$ cat config.mk
export PLATFORM = sky130hd
export DESIGN_NAME = lbist_ctrl
export DESIGN_NICKNAME = d
export VERILOG_FILES = /design/src/rtl/lbist_ctrl.sv
export SDC_FILE = /design/constraint.sdc
export NUM_CORES = 1
export LEC_CHECK = 0
export CAP_MARGIN = 10
export CORE_MARGIN = 5
export CORE_UTILIZATION = 37
export DETAILED_ROUTE_END_ITERATION = 7
export GPL_TIMING_DRIVEN = 1
export PLACE_DENSITY = 0.61
export SLEW_MARGIN = 10
export SYNTH_ARGS = -nofsm -noshare
export SYNTH_HDL_FRONTEND = slang
export SYNTH_SLANG_ARGS = --single-unit
$ cat constraint.sdc
create_clock -name clk_i -period 1.8 [get_ports clk_i]
set_clock_uncertainty 0.15 [all_clocks]
set_input_delay 0.45 -clock clk_i [delete_from_list [all_inputs] [get_ports clk_i]]
set_output_delay 0.45 -clock clk_i [all_outputs]
set_load 0.005 [all_outputs]
$ cat src/rtl/lbist_ctrl.sv
// Logic-BIST controller: LFSR pattern source, MISR compactor and test sequencing FSM.
// Optional run abort input enabled by defining LBIST_ABORT_EN.
module lbist_ctrl #(
  parameter int                    N_CHAINS   = 8,
  parameter int                    CHAIN_LEN  = 64,
  parameter int                    N_PATTERNS = 1024,
  parameter int                    LFSR_WIDTH = 32,
  parameter logic [LFSR_WIDTH-1:0] LFSR_POLY  = 32'h8020_0003,
  parameter logic [LFSR_WIDTH-1:0] LFSR_SEED  = 32'hACE1_0001,
  parameter int                    MISR_WIDTH = 32,
  parameter logic [MISR_WIDTH-1:0] MISR_POLY  = 32'h04C1_1DB7,
  parameter logic [MISR_WIDTH-1:0] GOLDEN_SIG = 32'h0
) (
  input  logic                              clk_i,
  input  logic                              rst_ni,
  input  logic                              start_i,
`ifdef LBIST_ABORT_EN
  input  logic                              abort_i,
`endif
  input  logic [N_CHAINS-1:0]               scan_out_i,
  output logic [N_CHAINS-1:0]               scan_in_o,
  output logic                              scan_en_o,
  output logic                              test_mode_o,
  output logic                              clock_en_o,
  output logic                              busy_o,
  output logic                              done_o,
  output logic                              pass_o,
  output logic [MISR_WIDTH-1:0]             signature_o,
  output logic [$clog2(N_PATTERNS+1)-1:0]   pattern_cnt_o
);

  localparam int CNT_W = $clog2(N_PATTERNS + 1);
  localparam int SC_W  = (CHAIN_LEN > 1) ? $clog2(CHAIN_LEN) : 1;
  localparam logic [SC_W-1:0]  SHIFT_LAST = SC_W'(CHAIN_LEN - 1);
  localparam logic [CNT_W-1:0] PAT_LAST   = CNT_W'(N_PATTERNS - 1);

  typedef enum logic [2:0] {
    S_IDLE, S_SEED, S_SHIFT, S_CAPTURE, S_UNLOAD, S_COMPARE, S_DONE
  } state_t;

  state_t                  r_state;
  state_t                  w_stateNext;
  logic [LFSR_WIDTH-1:0]   r_lfsr;
  logic [MISR_WIDTH-1:0]   r_misr;
  logic [CNT_W-1:0]        r_patternCnt;
  logic [SC_W-1:0]         r_shiftCnt;
  logic                    r_busy;
  logic                    r_done;
  logic                    r_pass;

  logic                    w_abort;
  logic                    w_inTest;
  logic                    w_busyNext;
  logic                    w_scanEn;
  logic                    w_lastShift;
  logic [LFSR_WIDTH-1:0]   w_lfsrNext;
  logic [MISR_WIDTH-1:0]   w_misrNext;

`ifdef LBIST_ABORT_EN
  assign w_abort = abort_i;
`else
  assign w_abort = 1'b0;
`endif

  assign w_inTest    = (r_state != S_IDLE) && (r_state != S_DONE);
  assign w_busyNext  = (w_stateNext != S_IDLE) && (w_stateNext != S_DONE);
  assign w_scanEn    = (r_state == S_SHIFT) || (r_state == S_UNLOAD);
  assign w_lastShift = (r_shiftCnt == SHIFT_LAST);

  assign w_lfsrNext = {r_lfsr[LFSR_WIDTH-2:0], ^(r_lfsr & LFSR_POLY)};
  assign w_misrNext = {r_misr[MISR_WIDTH-2:0], 1'b0}
                    ^ (r_misr[MISR_WIDTH-1] ? MISR_POLY : '0)
                    ^ MISR_WIDTH'(scan_out_i);

  always_comb begin
    w_stateNext = r_state;
    case (r_state)
      S_IDLE:    if (start_i) w_stateNext = S_SEED;
      S_SEED:    w_stateNext = S_SHIFT;
      S_SHIFT:   if (w_lastShift) w_stateNext = S_CAPTURE;
      S_CAPTURE: w_stateNext = (r_patternCnt == PAT_LAST) ? S_UNLOAD : S_SHIFT;
      S_UNLOAD:  if (w_lastShift) w_stateNext = S_COMPARE;
      S_COMPARE: w_stateNext = S_DONE;
      S_DONE:    if (start_i) w_stateNext = S_SEED;
      default:   w_stateNext = S_IDLE;
    endcase
    if (w_abort && w_inTest) w_stateNext = S_IDLE;
  end

  always_ff @(posedge clk_i or negedge rst_ni) begin
    if (!rst_ni) begin
      r_state      <= S_IDLE;
      r_lfsr       <= LFSR_SEED;
      r_misr       <= '0;
      r_patternCnt <= '0;
      r_shiftCnt   <= '0;
      r_busy       <= 1'b0;
      r_done       <= 1'b0;
      r_pass       <= 1'b0;
    end else begin
      r_state <= w_stateNext;
      r_busy  <= w_busyNext;
      r_done  <= (w_stateNext == S_DONE);
      if (w_stateNext == S_SEED) r_pass <= 1'b0;
      case (r_state)
        S_SEED: begin
          r_lfsr       <= LFSR_SEED;
          r_misr       <= '0;
          r_patternCnt <= '0;
          r_shiftCnt   <= '0;
        end
        // The unload during the first load is pre-test core state, so it is not compacted.
        S_SHIFT: begin
          r_lfsr     <= w_lfsrNext;
          r_shiftCnt <= w_lastShift ? '0 : r_shiftCnt + 1'b1;
          if (r_patternCnt != '0) r_misr <= w_misrNext;
        end
        S_CAPTURE: r_patternCnt <= r_patternCnt + 1'b1;
        S_UNLOAD: begin
          r_lfsr     <= w_lfsrNext;
          r_misr     <= w_misrNext;
          r_shiftCnt <= w_lastShift ? '0 : r_shiftCnt + 1'b1;
        end
        S_COMPARE: r_pass <= (r_misr == GOLDEN_SIG);
        default: ;
      endcase
      if (w_abort && w_inTest) begin
        r_misr <= '0;
        r_pass <= 1'b0;
      end
    end
  end

  assign scan_in_o     = w_scanEn ? r_lfsr[N_CHAINS-1:0] : '0;
  assign scan_en_o     = w_scanEn;
  assign test_mode_o   = w_inTest;
  assign clock_en_o    = !w_inTest || (r_state == S_SHIFT) ||
                         (r_state == S_CAPTURE) || (r_state == S_UNLOAD);
  assign busy_o        = r_busy;
  assign done_o        = r_done;
  assign pass_o        = r_pass;
  assign signature_o   = r_misr;
  assign pattern_cnt_o = r_patternCnt;

endmodule

layer_met1.png
Scale: 2 px per um.
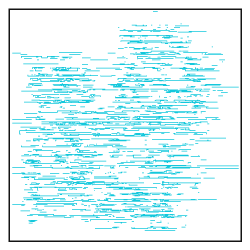
The layer carries 5210 um of wire. The longest straight run is 33.6 um. The layer holds 44% of the routed length. 543 nets have wire on it. The wires run mostly horizontal.
via count: 3574
Routed WL: 11700 um
GR Util met1: 23.3%

congestion.png
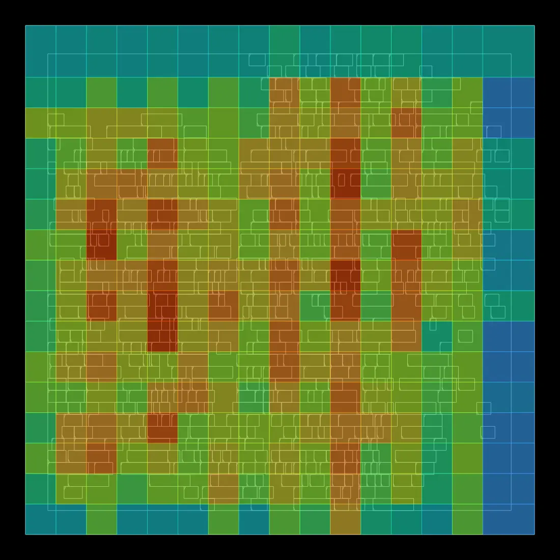
Avg WL per Cell: 16.0 um
met2 usage: 28.8%

detail.png
Window x 74 to 99, y 74 to 99 um. Cells in grey, sequential cells in the stronger grey; small squares are vias.
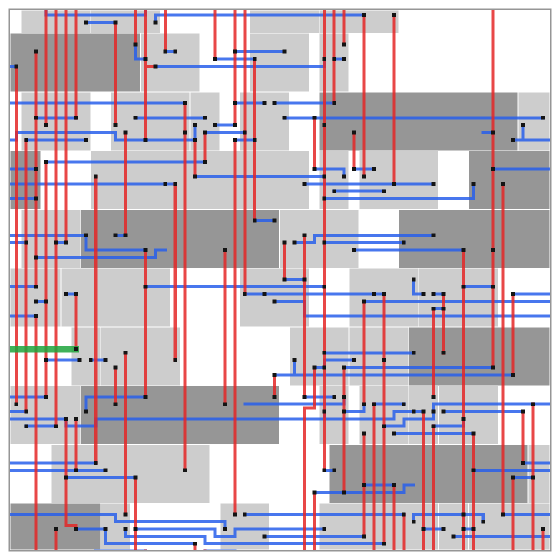
metal 1: in blue. metal 3: in green. metal 2: in red.
40 logic cells have their middle in the window. Most frequent: buf_4 (8), nand2_1 (7), dfrtp_1 (7). Sequential cells in the window: 7. Netlist names of flops here include signature_o (7).

flops_by_reg.png
Scale: 4 px per um. Other sequential cells in the stronger grey, the rest of the logic in the fainter grey.
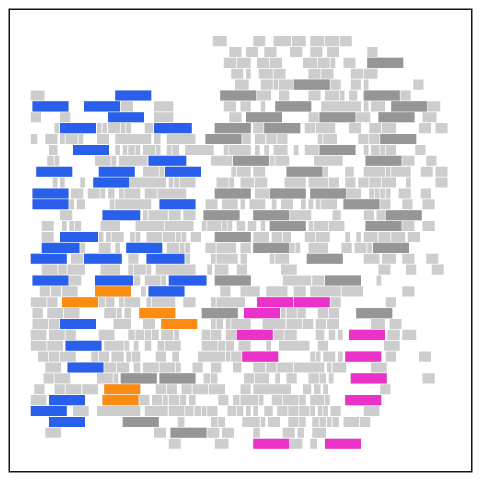
pattern_cnt_o: in magenta, sequential cells 11. r_lfsr: in blue, sequential cells 32. r_shiftCnt: in orange, sequential cells 6.
Power Sequential: 1.95 mW
flop share of the area: 33.8%
fin util: 59.6%
Reg area: 2190 sq um

==> flow_summary.toml <==
# yosys + openroad results
[status]
violations = "negative setup slack"
status = "finished with violations"

[cts]
ctsResizeCount = 167
path_clk_slew_ps = 80
cts_tree = "yes"

[placed_design]
globalplace.congestion = 0.809
port_buffers = 67

[final_layout]
comb_area_share_pct = 31.1
area_delta_synth_final_pct = 57.8
biggestCellCategory = "registers"
ff_count = 87
n_all_buffers = 185
final_nets = 601
area.combinational_sq_um = 2010
fillers = 904

[floorplanning]
dieArea_sq_um = 13300
die_w_um = 115
die_height_um = 115

[final_timing]
final.setup.worst_slack_ps = -329
maxSlewHeadroom_pct = 73.9
setup-violations-final = 74
worst_pin_slew_ps = 391

[synth]
top_cell = "nand2_1"
syn_area_sq_um = 4100
topCellsByArea = "dfrtp_1, nand2_1, mux2i_1, dfstp_2, xnor2_1"
synthCells = 413
ys_ff = 87
yosys.cell_types.count = 39
synth-edff-count = 0

[drt]
firstDrtPassIters = 4
initialDrtViolationCount = 140

[pwr]
total_power_mw = 3.51
combinationalPowerShare_pct = 2.6
p_switching_mw = 0.762
power.internal_mw = 2.75
power_density_nw_per_um2 = 544
p_leak_nw = 3.38

[global_routing]
grt_util_met3_pct = 4.47
busiest_layer = "met2"

[min_path]
hold_path_depth = 2

[worst_setup_path]
path_cells = "xor2_2, buf_4, buf_6, and3_4, buf_6"
crit_family = "flip-flops"
slowest_stage = "dfrtp_1"

[job]
openroad.warnings = 30
Power figures rest on the tool's default switching activity, not on a simulated workload.
